$ cat config.mk
export PLATFORM = sky130hd
export DESIGN_NAME = mux8_arbiter_flat
export DESIGN_NICKNAME = d
export VERILOG_FILES = /design/src/rtl/mux8_arbiter_if.sv /design/src/rtl/mux8_arbiter.sv /design/src/flat_wrapper.sv
export SDC_FILE = /design/constraint.sdc
export NUM_CORES = 1
export LEC_CHECK = 0
export CAP_MARGIN = 20
export CORE_MARGIN = 4
export CORE_UTILIZATION = 45
export CTS_BUF_LIST = sky130_fd_sc_hd__clkbuf_8 sky130_fd_sc_hd__clkbuf_16
export CTS_CLUSTER_SIZE = 40
export DETAILED_ROUTE_END_ITERATION = 16
export DONT_BUFFER_PORTS = 1
export PLACE_DENSITY_LB_ADDON = 0.15
export SETUP_SLACK_MARGIN = 0.1
export SLEW_MARGIN = 20
export SYNTH_ARGS = -nofsm -noshare
export SYNTH_HDL_FRONTEND = slang
export SYNTH_SLANG_ARGS = --single-unit
export TNS_END_PERCENT = 1
$ cat constraint.sdc
create_clock -name clk -period 3.5 [get_ports clk]
set_clock_uncertainty 0.15 [all_clocks]
set_input_delay 1.05 -clock clk [delete_from_list [all_inputs] [get_ports clk]]
set_output_delay 1.05 -clock clk [all_outputs]
set_load 0.05 [all_outputs]
$ cat src/rtl/mux8_arbiter_if.sv
// Request/grant bundle between eight requesters and the mux8 round-robin arbiter.
// master = requester side, slave = arbiter side.
interface mux8_arbiter_if;
  localparam int unsigned N_REQ = 8;
  localparam int unsigned IDX_W = 3;

  logic [N_REQ-1:0] req;
  logic [N_REQ-1:0] grant;
  logic [IDX_W-1:0] sel;
  logic             busy;
  logic             done;

  modport master (output req, input grant, sel, busy, done);
  modport slave  (input req, output grant, sel, busy, done);
endinterface

$ cat src/rtl/mux8_arbiter.sv
// Round-robin arbiter driving the select lines of a shared mux8 (sel[2:0] -> s2..s0).
// Optional tenure-limit preemption enabled by defining MUX8_ARB_TIMEOUT_EN.
module mux8_arbiter #(
  parameter int unsigned HOLD_MAX = 4
) (
  input  logic           clk,
  input  logic           rst,
  mux8_arbiter_if.slave  arb
);
  localparam int unsigned N_REQ = 8;
  localparam int unsigned IDX_W = 3;
  localparam int unsigned CNT_W = $clog2(HOLD_MAX + 1);

  typedef enum logic {S_IDLE, S_GRANT} state_e;

  state_e           state_q, state_d;
  logic [N_REQ-1:0] grant_q, grant_d;
  logic [IDX_W-1:0] sel_q,   sel_d;
  logic [IDX_W-1:0] ptr_q,   ptr_d;
  logic [CNT_W-1:0] cnt_q,   cnt_d;
  logic             busy_q,  busy_d;
  logic             done_q,  done_d;

  logic [N_REQ-1:0] others_c;
  logic [IDX_W:0]   pick_all_c;
  logic [IDX_W:0]   pick_oth_c;

  // First set bit searching from p+1 upward, modulo 8; MSB of result flags a hit.
  function automatic logic [IDX_W:0] rr_pick(input logic [N_REQ-1:0] r,
                                             input logic [IDX_W-1:0] p);
    logic             found;
    logic [IDX_W-1:0] idx;
    logic [IDX_W-1:0] cand;
    found = 1'b0;
    idx   = '0;
    for (int k = 1; k <= int'(N_REQ); k++) begin
      cand = p + IDX_W'(k);
      if (!found && r[cand]) begin
        found = 1'b1;
        idx   = cand;
      end
    end
    return {found, idx};
  endfunction

  // In GRANT, ptr_q equals the current holder, so both searches start after it.
  always_comb begin
    others_c   = arb.req & ~(N_REQ'(1) << sel_q);
    pick_all_c = rr_pick(arb.req, ptr_q);
    pick_oth_c = rr_pick(others_c, ptr_q);
  end

  always_comb begin
    state_d = state_q;
    grant_d = grant_q;
    sel_d   = sel_q;
    ptr_d   = ptr_q;
    cnt_d   = cnt_q;
    busy_d  = busy_q;
    done_d  = 1'b0;

    unique case (state_q)
      S_IDLE: begin
        if (pick_all_c[IDX_W]) begin
          grant_d = N_REQ'(1) << pick_all_c[IDX_W-1:0];
          sel_d   = pick_all_c[IDX_W-1:0];
          ptr_d   = pick_all_c[IDX_W-1:0];
          cnt_d   = CNT_W'(1);
          busy_d  = 1'b1;
          state_d = S_GRANT;
        end
      end

      S_GRANT: begin
        if (!arb.req[sel_q]) begin
          done_d = 1'b1;
          if (pick_oth_c[IDX_W]) begin
            grant_d = N_REQ'(1) << pick_oth_c[IDX_W-1:0];
            sel_d   = pick_oth_c[IDX_W-1:0];
            ptr_d   = pick_oth_c[IDX_W-1:0];
            cnt_d   = CNT_W'(1);
          end else begin
            grant_d = '0;
            busy_d  = 1'b0;
            state_d = S_IDLE;
          end
        end else begin
          if (cnt_q != CNT_W'(HOLD_MAX)) begin
            cnt_d = cnt_q + CNT_W'(1);
          end
`ifdef MUX8_ARB_TIMEOUT_EN
          // Tenure exhausted and someone else waiting: hand off on this edge.
          if ((cnt_q == CNT_W'(HOLD_MAX)) && pick_oth_c[IDX_W]) begin
            done_d  = 1'b1;
            grant_d = N_REQ'(1) << pick_oth_c[IDX_W-1:0];
            sel_d   = pick_oth_c[IDX_W-1:0];
            ptr_d   = pick_oth_c[IDX_W-1:0];
            cnt_d   = CNT_W'(1);
          end
`endif
        end
      end

      default: begin
        state_d = S_IDLE;
      end
    endcase
  end

  always_ff @(posedge clk) begin
    if (rst) begin
      state_q <= S_IDLE;
      grant_q <= '0;
      sel_q   <= '0;
      ptr_q   <= IDX_W'(N_REQ - 1);
      cnt_q   <= '0;
      busy_q  <= 1'b0;
      done_q  <= 1'b0;
    end else begin
      state_q <= state_d;
      grant_q <= grant_d;
      sel_q   <= sel_d;
      ptr_q   <= ptr_d;
      cnt_q   <= cnt_d;
      busy_q  <= busy_d;
      done_q  <= done_d;
    end
  end

  assign arb.grant = grant_q;
  assign arb.sel   = sel_q;
  assign arb.busy  = busy_q;
  assign arb.done  = done_q;
endmodule

$ cat src/flat_wrapper.sv
// flat-port wrapper written by rule: the top's interface ports become plain ports
module mux8_arbiter_flat 
#(
  parameter int unsigned HOLD_MAX = 4
)
  (clk, rst, arb_req, arb_grant, arb_sel, arb_busy, arb_done);
  mux8_arbiter_if arb_i ();
  input  logic clk;
  input  logic rst;
  input wire logic [$bits(arb_i.req)-1:0] arb_req;
  output wire logic [$bits(arb_i.grant)-1:0] arb_grant;
  output wire logic [$bits(arb_i.sel)-1:0] arb_sel;
  output wire logic [$bits(arb_i.busy)-1:0] arb_busy;
  output wire logic [$bits(arb_i.done)-1:0] arb_done;
  assign arb_i.req = arb_req;
  assign arb_grant = arb_i.grant;
  assign arb_sel = arb_i.sel;
  assign arb_busy = arb_i.busy;
  assign arb_done = arb_i.done;
  mux8_arbiter #(.HOLD_MAX(HOLD_MAX)) u_core (.clk(clk), .rst(rst), .arb(arb_i));
endmodule
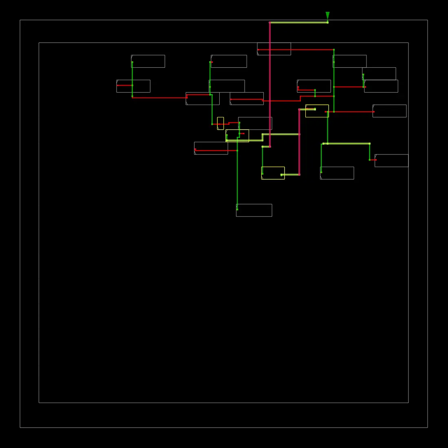
**Above:** run 1 (clock nets).
clk sink count: 17
# clk buffers: 3
Flops: 17
Num CTS Buffers: 3

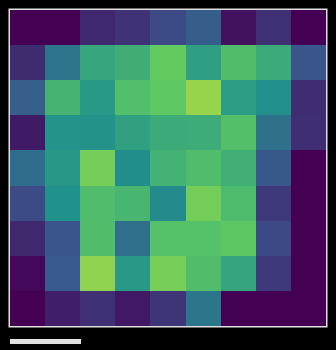
**Above:** run 1 (local utilization).
The bar under the picture is 20 um long. 9 x 9 tiles, from dark purple (low) to yellow (high), 0 to 100% covered.
The emptiest ninth of the die: bottom right. 14% of the tiles are nearly empty. The densest ninth of the die: middle.

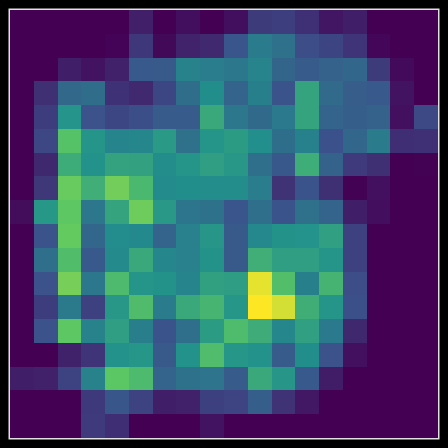
**Above:** run 1 (wiring heat map).
18 x 18 tiles, from dark purple (low) to yellow (high), scaled to the fullest tile. Values are wire area over tile area, all layers added.
The mean over all tiles is 0.17. The emptiest ninth of the die: bottom right. The fullest tile reaches 0.61.

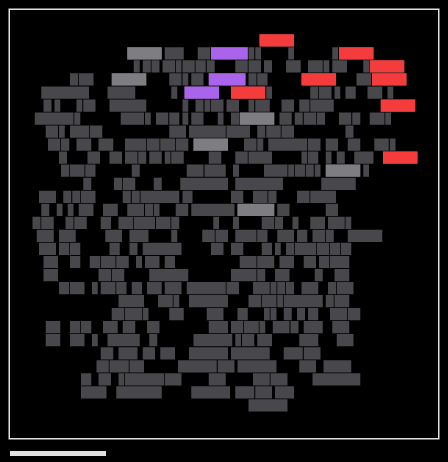
**Above:** run 1 (sequential cells coloured by netlist name).
The bar under the picture is 20 um long. Other sequential cells in the stronger grey, the rest of the logic in the fainter grey.
Purple is `u_core.arb.sel`, placed flops 3. Red is `u_core.arb.grant`, placed flops 8, where top right.
Another 6 sequential cells are not coloured.

==> results.yml, run 1 <==
# generated from flow reports
synth:
  numSynthFlops: 17
  synth_area_leader_cell: "dfxtp_1"
  logic_family: "AND-OR/OR-AND gates"
  synth-warning-count: 0
  synth-edff-count: 0
clocking:
  clockRootBuffer: "clkbuf_8"
  clkTransAtPathRegs_ns: 0.07
  ctsResizeCount: 0
layout:
  comb.multi_input.count: 275
status:
  outcome: "finished clean"
placement:
  gp_congestion: 0.9177
  place_ws_ns: -0.06687
drt:
  wl_met3_um: 401
  highest_layer: "met4"
  viasPerCell: 6.591
final_timing:
  setup_viol_count_final: 0
die:
  io_pins: 23
  chipHeight_um: 89.30
  die-area_um2: 7974
global_route:
  use_met3: 0.01659
setup_path:
  slowest_delay_ns: 0.49
==> run 2: changes to the inputs <==
--- a/config.mk
+++ b/config.mk
@@ -6,13 +6,15 @@
 export NUM_CORES = 1
 export LEC_CHECK = 0
 export CAP_MARGIN = 20
+export CELL_PAD_IN_SITES_DETAIL_PLACEMENT = 1
+export CELL_PAD_IN_SITES_GLOBAL_PLACEMENT = 2
 export CORE_MARGIN = 4
-export CORE_UTILIZATION = 45
+export CORE_UTILIZATION = 37
 export CTS_BUF_LIST = sky130_fd_sc_hd__clkbuf_8 sky130_fd_sc_hd__clkbuf_16
 export CTS_CLUSTER_SIZE = 40
 export DETAILED_ROUTE_END_ITERATION = 16
 export DONT_BUFFER_PORTS = 1
-export PLACE_DENSITY_LB_ADDON = 0.15
+export PLACE_DENSITY = 0.87
 export SETUP_SLACK_MARGIN = 0.1
 export SLEW_MARGIN = 20
 export SYNTH_ARGS = -nofsm -noshare
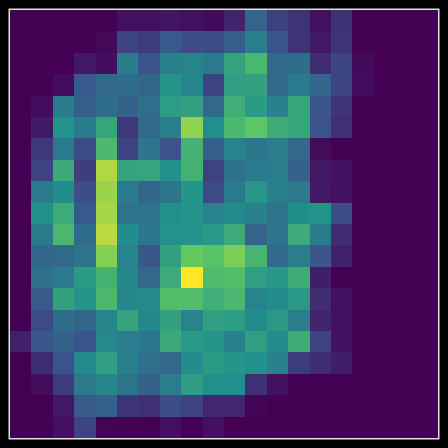
**Above:** run 2 (wiring heat map).
20 x 20 tiles, from dark purple (low) to yellow (high), scaled to the fullest tile. Values are wire area over tile area, all layers added.
32% of the tiles are nearly empty. The mean over all tiles is 0.15. The densest ninth of the die: middle.

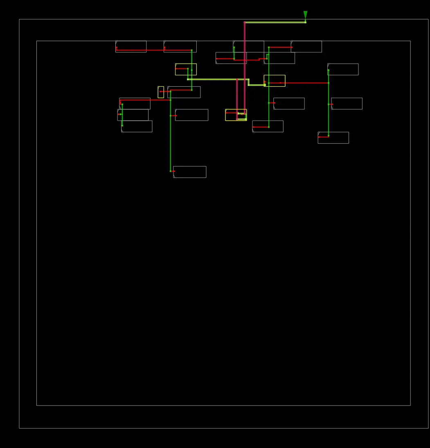
**Above:** run 2 (clock nets).
clk ins delay skew pair: 0.25 ns

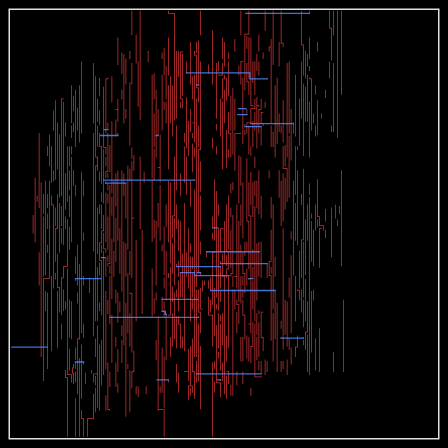
**Above:** run 2 (signal wires by layer).
Two of the layers only.
Blue is met3, wire length 213 um. Red is met2, wire length 4,990 um.

==> results.yml, run 2 <==
# generated from flow reports
die:
  chipHeight_um: 97.66
  die-area_um2: 9537
layout:
  comb.multi_input.count: 275
  buffer_area_frac: 0.09526
  final_layout_top_logic_cells: "35 x buf_4, 22 x nand2_1, 20 x nor2_1"
drt:
  wl_met3_um: 212
  highest_layer: "met4"
  ant_nets: 0
run:
  cap_violations: 0
clocking:
  cts.sinks: 17
  numCtsBuffers: 3
  clkTransAtPathRegs_ns: 0.07
  ctsResizeCount: 1
status:
  outcome: "finished clean"
synth:
  synth-edff-count: 0
  logic_family: "AND-OR/OR-AND gates"
  synth-warning-count: 0
  numSynthFlops: 17
global_route:
  use_met3: 0.01292
  met1_usage: 0.2430
setup_path:
  worstPathBufferInverterCount: 3
  end_kind: "flop"
  r2r_slack_ns: 0.17
final_timing:
  period_needed_ns: 3.377
  setup_viol_count_final: 0
placement:
  place_ws_ns: -0.1407
  gp_congestion: 0.9069
